Design alu_console, sky130hd; sources not shown.
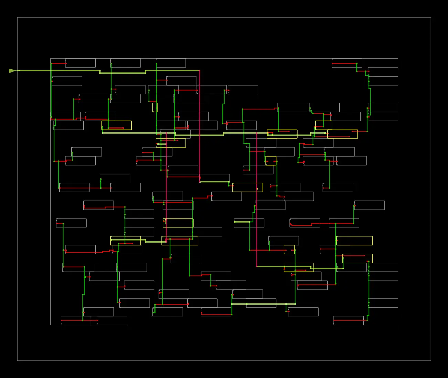
Fig. 1. Clock routing (run 1).
clock buf count: 11
power in the clock group: 0.00150 W
Clock Sinks: 89
flip-flops: 89
clock buffer count from CTS: 9

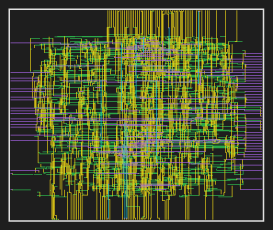
Fig. 2. Routed metal, one colour a layer (run 1).
Scale: 2 px per µm.
Purple is met3, wire length 2240 µm. Green is met1, wire length 6890 µm. Yellow is met2, wire length 8290 µm. Cyan is met4, wire length 331 µm.
total wirelength of the detailed-routed design: 17.7 mm
routed wirelength normalized by instance count: 27.5 µm
total routing resource utilization after global routing: 0.256
vias post-DR: 4340

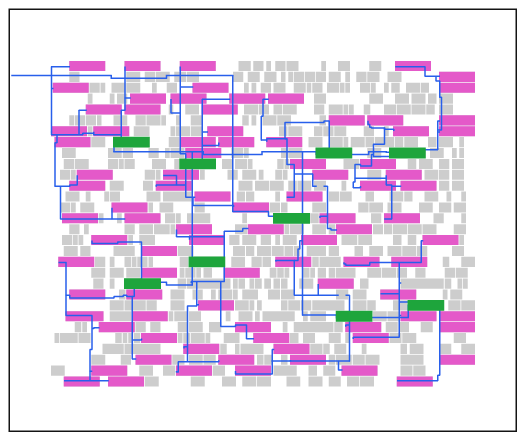
Fig. 3. Clock wires, drivers and flops (run 1).
Scale: 4 px per µm.
Magenta is flip-flops, count 89. Blue is clock wires, length 1160 µm. Green is cells driving clock nets, count 9.
Position of the flops: spread over the die. There are 10 routed clock nets.
clock network fraction of design power: 0.226
insertion delay of the later-clocked pin in the worst-skew pair: 0.34 ns

==> flow_results.xml, run 1 <==
<?xml version="1.0" encoding="UTF-8"?>
<metrics>
  <group name="power_and_ir_drop">
    <metric name="power" unit="W">0.00666</metric>
    <metric name="share_seq_of_total_power" unit="">0.357</metric>
  </group>
  <group name="worst_setup_path">
    <metric name="r2r_setup_slack" unit="ns">-0.009</metric>
    <metric name="timing.critical_path.from_type" unit="">register</metric>
    <metric name="worstRegToRegCells" unit="">9</metric>
    <metric name="worstSetupPathType" unit="">reg -&gt; reg</metric>
    <metric name="critical_path.max_fanout" unit="">6</metric>
  </group>
  <group name="global_route">
    <metric name="grt_start_max_net_pins" unit="">90</metric>
  </group>
  <group name="logic_synthesis">
    <metric name="synth.cell_area" unit="µm²">4980</metric>
    <metric name="mux_area_frac" unit="">0.167</metric>
    <metric name="post_synth.cell_area_avg" unit="µm²">10.1</metric>
  </group>
  <group name="layout">
    <metric name="final_core_utilization" unit="">0.688</metric>
    <metric name="design_area" unit="µm²">5960</metric>
  </group>
  <group name="detailed_routing">
    <metric name="drtPass1Iterations" unit="">5</metric>
  </group>
  <group name="outcome">
    <metric name="violations" unit="">negative hold slack, negative setup slack</metric>
    <metric name="status" unit="">complete, but fails checks</metric>
  </group>
  <group name="final_timing">
    <metric name="whs" unit="ns">-0.331</metric>
    <metric name="setup_ws" unit="ns">-0.00898</metric>
    <metric name="hold_viol_final" unit="">89</metric>
    <metric name="report.final.setup_viol" unit="">5</metric>
  </group>
  <group name="clock_network">
    <metric name="post_cts_resized" unit="">95</metric>
  </group>
  <group name="die">
    <metric name="core.rowCount" unit="">30</metric>
  </group>
</metrics>
==> run 1: final cells by class <==
type	count	area share
clock inverter	4	0.0130
clock buffer	11	0.0407
tap	112	0.0235
multi-input combinational	356	0.458
inverter	7	0.00441
sequential	89	0.374
buffer	41	0.0466
timing repair buffer	24	0.0403
==> run 1: layout by cell type, fill, tap and decap left out, types with 3 or more instances in the layout <==
cell                            netlist  routed
sky130_fd_sc_hd__buf_2                1       3
sky130_fd_sc_hd__buf_4                6       8
sky130_fd_sc_hd__clkbuf_1            31      15
sky130_fd_sc_hd__a222oi_1             3       3
sky130_fd_sc_hd__xor2_2               0       3
sky130_fd_sc_hd__a22o_1               4       4
sky130_fd_sc_hd__clkbuf_2             0       8
sky130_fd_sc_hd__xnor2_1              5       5
sky130_fd_sc_hd__nor3_1               7       7
sky130_fd_sc_hd__xor2_1              16      13
sky130_fd_sc_hd__ha_2                 0       3
sky130_fd_sc_hd__dlygate4sd3_1        0      19
sky130_fd_sc_hd__o21ai_2              0      29
sky130_fd_sc_hd__nor2_1               9       9
sky130_fd_sc_hd__mux2i_1             83      81
sky130_fd_sc_hd__o22ai_1             27      27
sky130_fd_sc_hd__clkbuf_16            0       9
sky130_fd_sc_hd__or4_4                0       3
sky130_fd_sc_hd__dfrtp_1             89      88
sky130_fd_sc_hd__inv_1                7       6
sky130_fd_sc_hd__a21oi_1              8       8
sky130_fd_sc_hd__o21ai_0             33       4
sky130_fd_sc_hd__a22oi_1             29      29
sky130_fd_sc_hd__nand2_1             65      65
sky130_fd_sc_hd__o31ai_1             26      26
sky130_fd_sc_hd__clkbuf_8             0       3
sky130_fd_sc_hd__o21ai_1              3       3
sky130_fd_sc_hd__buf_6                1       6
==> run 2: changes to the inputs <==
ABC_CLOCK_PERIOD_IN_PS = 2450   (was unset)
CTS_CLUSTER_DIAMETER = 40   (was unset)
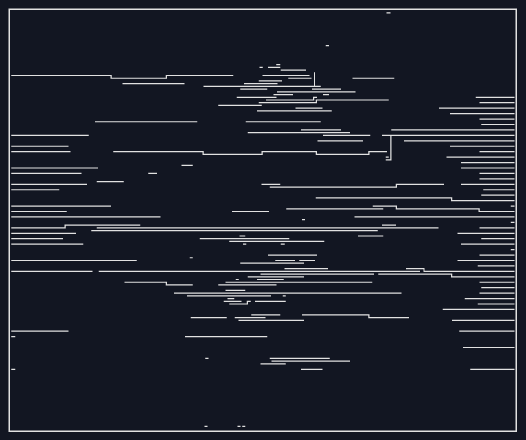
Fig. 4. Signal wires on met3 (run 2).
Scale: 4 px per µm.
The longest straight run is 85.1 µm. The wires run mostly horizontal. The layer holds 13% of the routed length.
met3 Use GR: 0.110

==> flow_results.xml, run 2 <==
<?xml version="1.0" encoding="UTF-8"?>
<metrics>
  <group name="worst_setup_path">
    <metric name="timing.critical_path.from_type" unit="">register</metric>
    <metric name="critical_path.max_fanout" unit="">6</metric>
    <metric name="worstSetupPathType" unit="">reg -&gt; reg</metric>
  </group>
  <group name="power_and_ir_drop">
    <metric name="share_clk_of_total_power" unit="">0.226</metric>
    <metric name="share_seq_of_total_power" unit="">0.357</metric>
    <metric name="power" unit="W">0.00666</metric>
    <metric name="powerClk" unit="W">0.00150</metric>
  </group>
  <group name="outcome">
    <metric name="status" unit="">complete, but fails checks</metric>
    <metric name="violations" unit="">negative hold slack, negative setup slack</metric>
  </group>
  <group name="clock_network">
    <metric name="insertion_delay" unit="ns">0.34</metric>
    <metric name="numCtsBuffers" unit="">9</metric>
    <metric name="post_cts_resized" unit="">95</metric>
  </group>
  <group name="detailed_routing">
    <metric name="drtPass1Iterations" unit="">5</metric>
    <metric name="via_count" unit="">4340</metric>
    <metric name="routedWlPerCell" unit="µm">27.5</metric>
  </group>
  <group name="global_route">
    <metric name="grt_start_max_net_pins" unit="">90</metric>
    <metric name="globalRouteTotalUtil" unit="">0.256</metric>
  </group>
  <group name="layout">
    <metric name="final_core_utilization" unit="">0.688</metric>
  </group>
  <group name="logic_synthesis">
    <metric name="synth.cell_area" unit="µm²">4980</metric>
  </group>
  <group name="die">
    <metric name="core.rowCount" unit="">30</metric>
  </group>
  <group name="final_timing">
    <metric name="hold_viol_final" unit="">89</metric>
    <metric name="setup_ws" unit="ns">-0.00898</metric>
    <metric name="report.final.setup_viol" unit="">5</metric>
    <metric name="whs" unit="ns">-0.331</metric>
  </group>
</metrics>
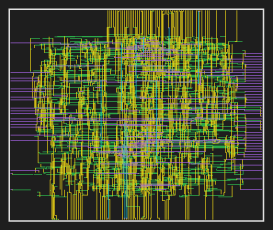
Fig. 5. Routed metal, one colour a layer (run 2).
Scale: 2 px per µm.

run 2: per-stage QoR:
| step | setup slack, ns | cell area [µm²] | TNS, ns |
|---|---|---|---|
| after floorplan | 0.135 | 4980 | 0 |
| after global placement | -0.345 | 5120 | -11.50 |
| after detailed placement | -0.406 | 5120 | -16.19 |
| after CTS | -0.00137 | 5860 | -0.00137 |
| after global routing | -0.0528 | 5960 | -0.812 |
| final | -0.00898 | 5960 | -0.0246 |
run 2: cell families (layout without fill, tap and decap cells):
logic type               count (synthesis)  in the layout  synth area share
other                                    1              1          0.000753
multiplexers                            83             83             0.167
buffers and inverters                   48             87            0.0447
XOR/XNOR                                21             21            0.0369
adder cells (fa/ha/maj)                  5              5            0.0126
flip-flops                              89             89             0.447
AND-OR/OR-AND                          152            152             0.210
AND/OR/NAND/NOR                         94             94            0.0809
run 2: worst max-delay path, cell delays in order, from the launching register on:
cell and delay (ns):
sky130_fd_sc_hd__dfrtp_1 0.40, sky130_fd_sc_hd__xor2_1 0.20, sky130_fd_sc_hd__or4_4 0.57, sky130_fd_sc_hd__o41ai_4 0.33
sky130_fd_sc_hd__buf_4 0.19, sky130_fd_sc_hd__a21bo_1 0.13, sky130_fd_sc_hd__buf_6 0.14, sky130_fd_sc_hd__buf_8 0.13
sky130_fd_sc_hd__buf_12 0.11, sky130_fd_sc_hd__o31ai_1 0.07
run 2: cell type report:
| class | count | area (µm²) | share of cell area |
|---|---|---|---|
| flip-flops and latches | 89 | 2230 | 0.374 |
| clock buffers | 11 | 243 | 0.0407 |
| well taps | 112 | 140 | 0.0235 |
| clock inverters | 4 | 77.6 | 0.0130 |
| inverters | 7 | 26.3 | 0.00441 |
| multi-input cells | 356 | 2730 | 0.458 |
| plain buffers | 41 | 278 | 0.0466 |
| repair buffers | 24 | 240 | 0.0403 |
Power and IR drop assume default switching activity.
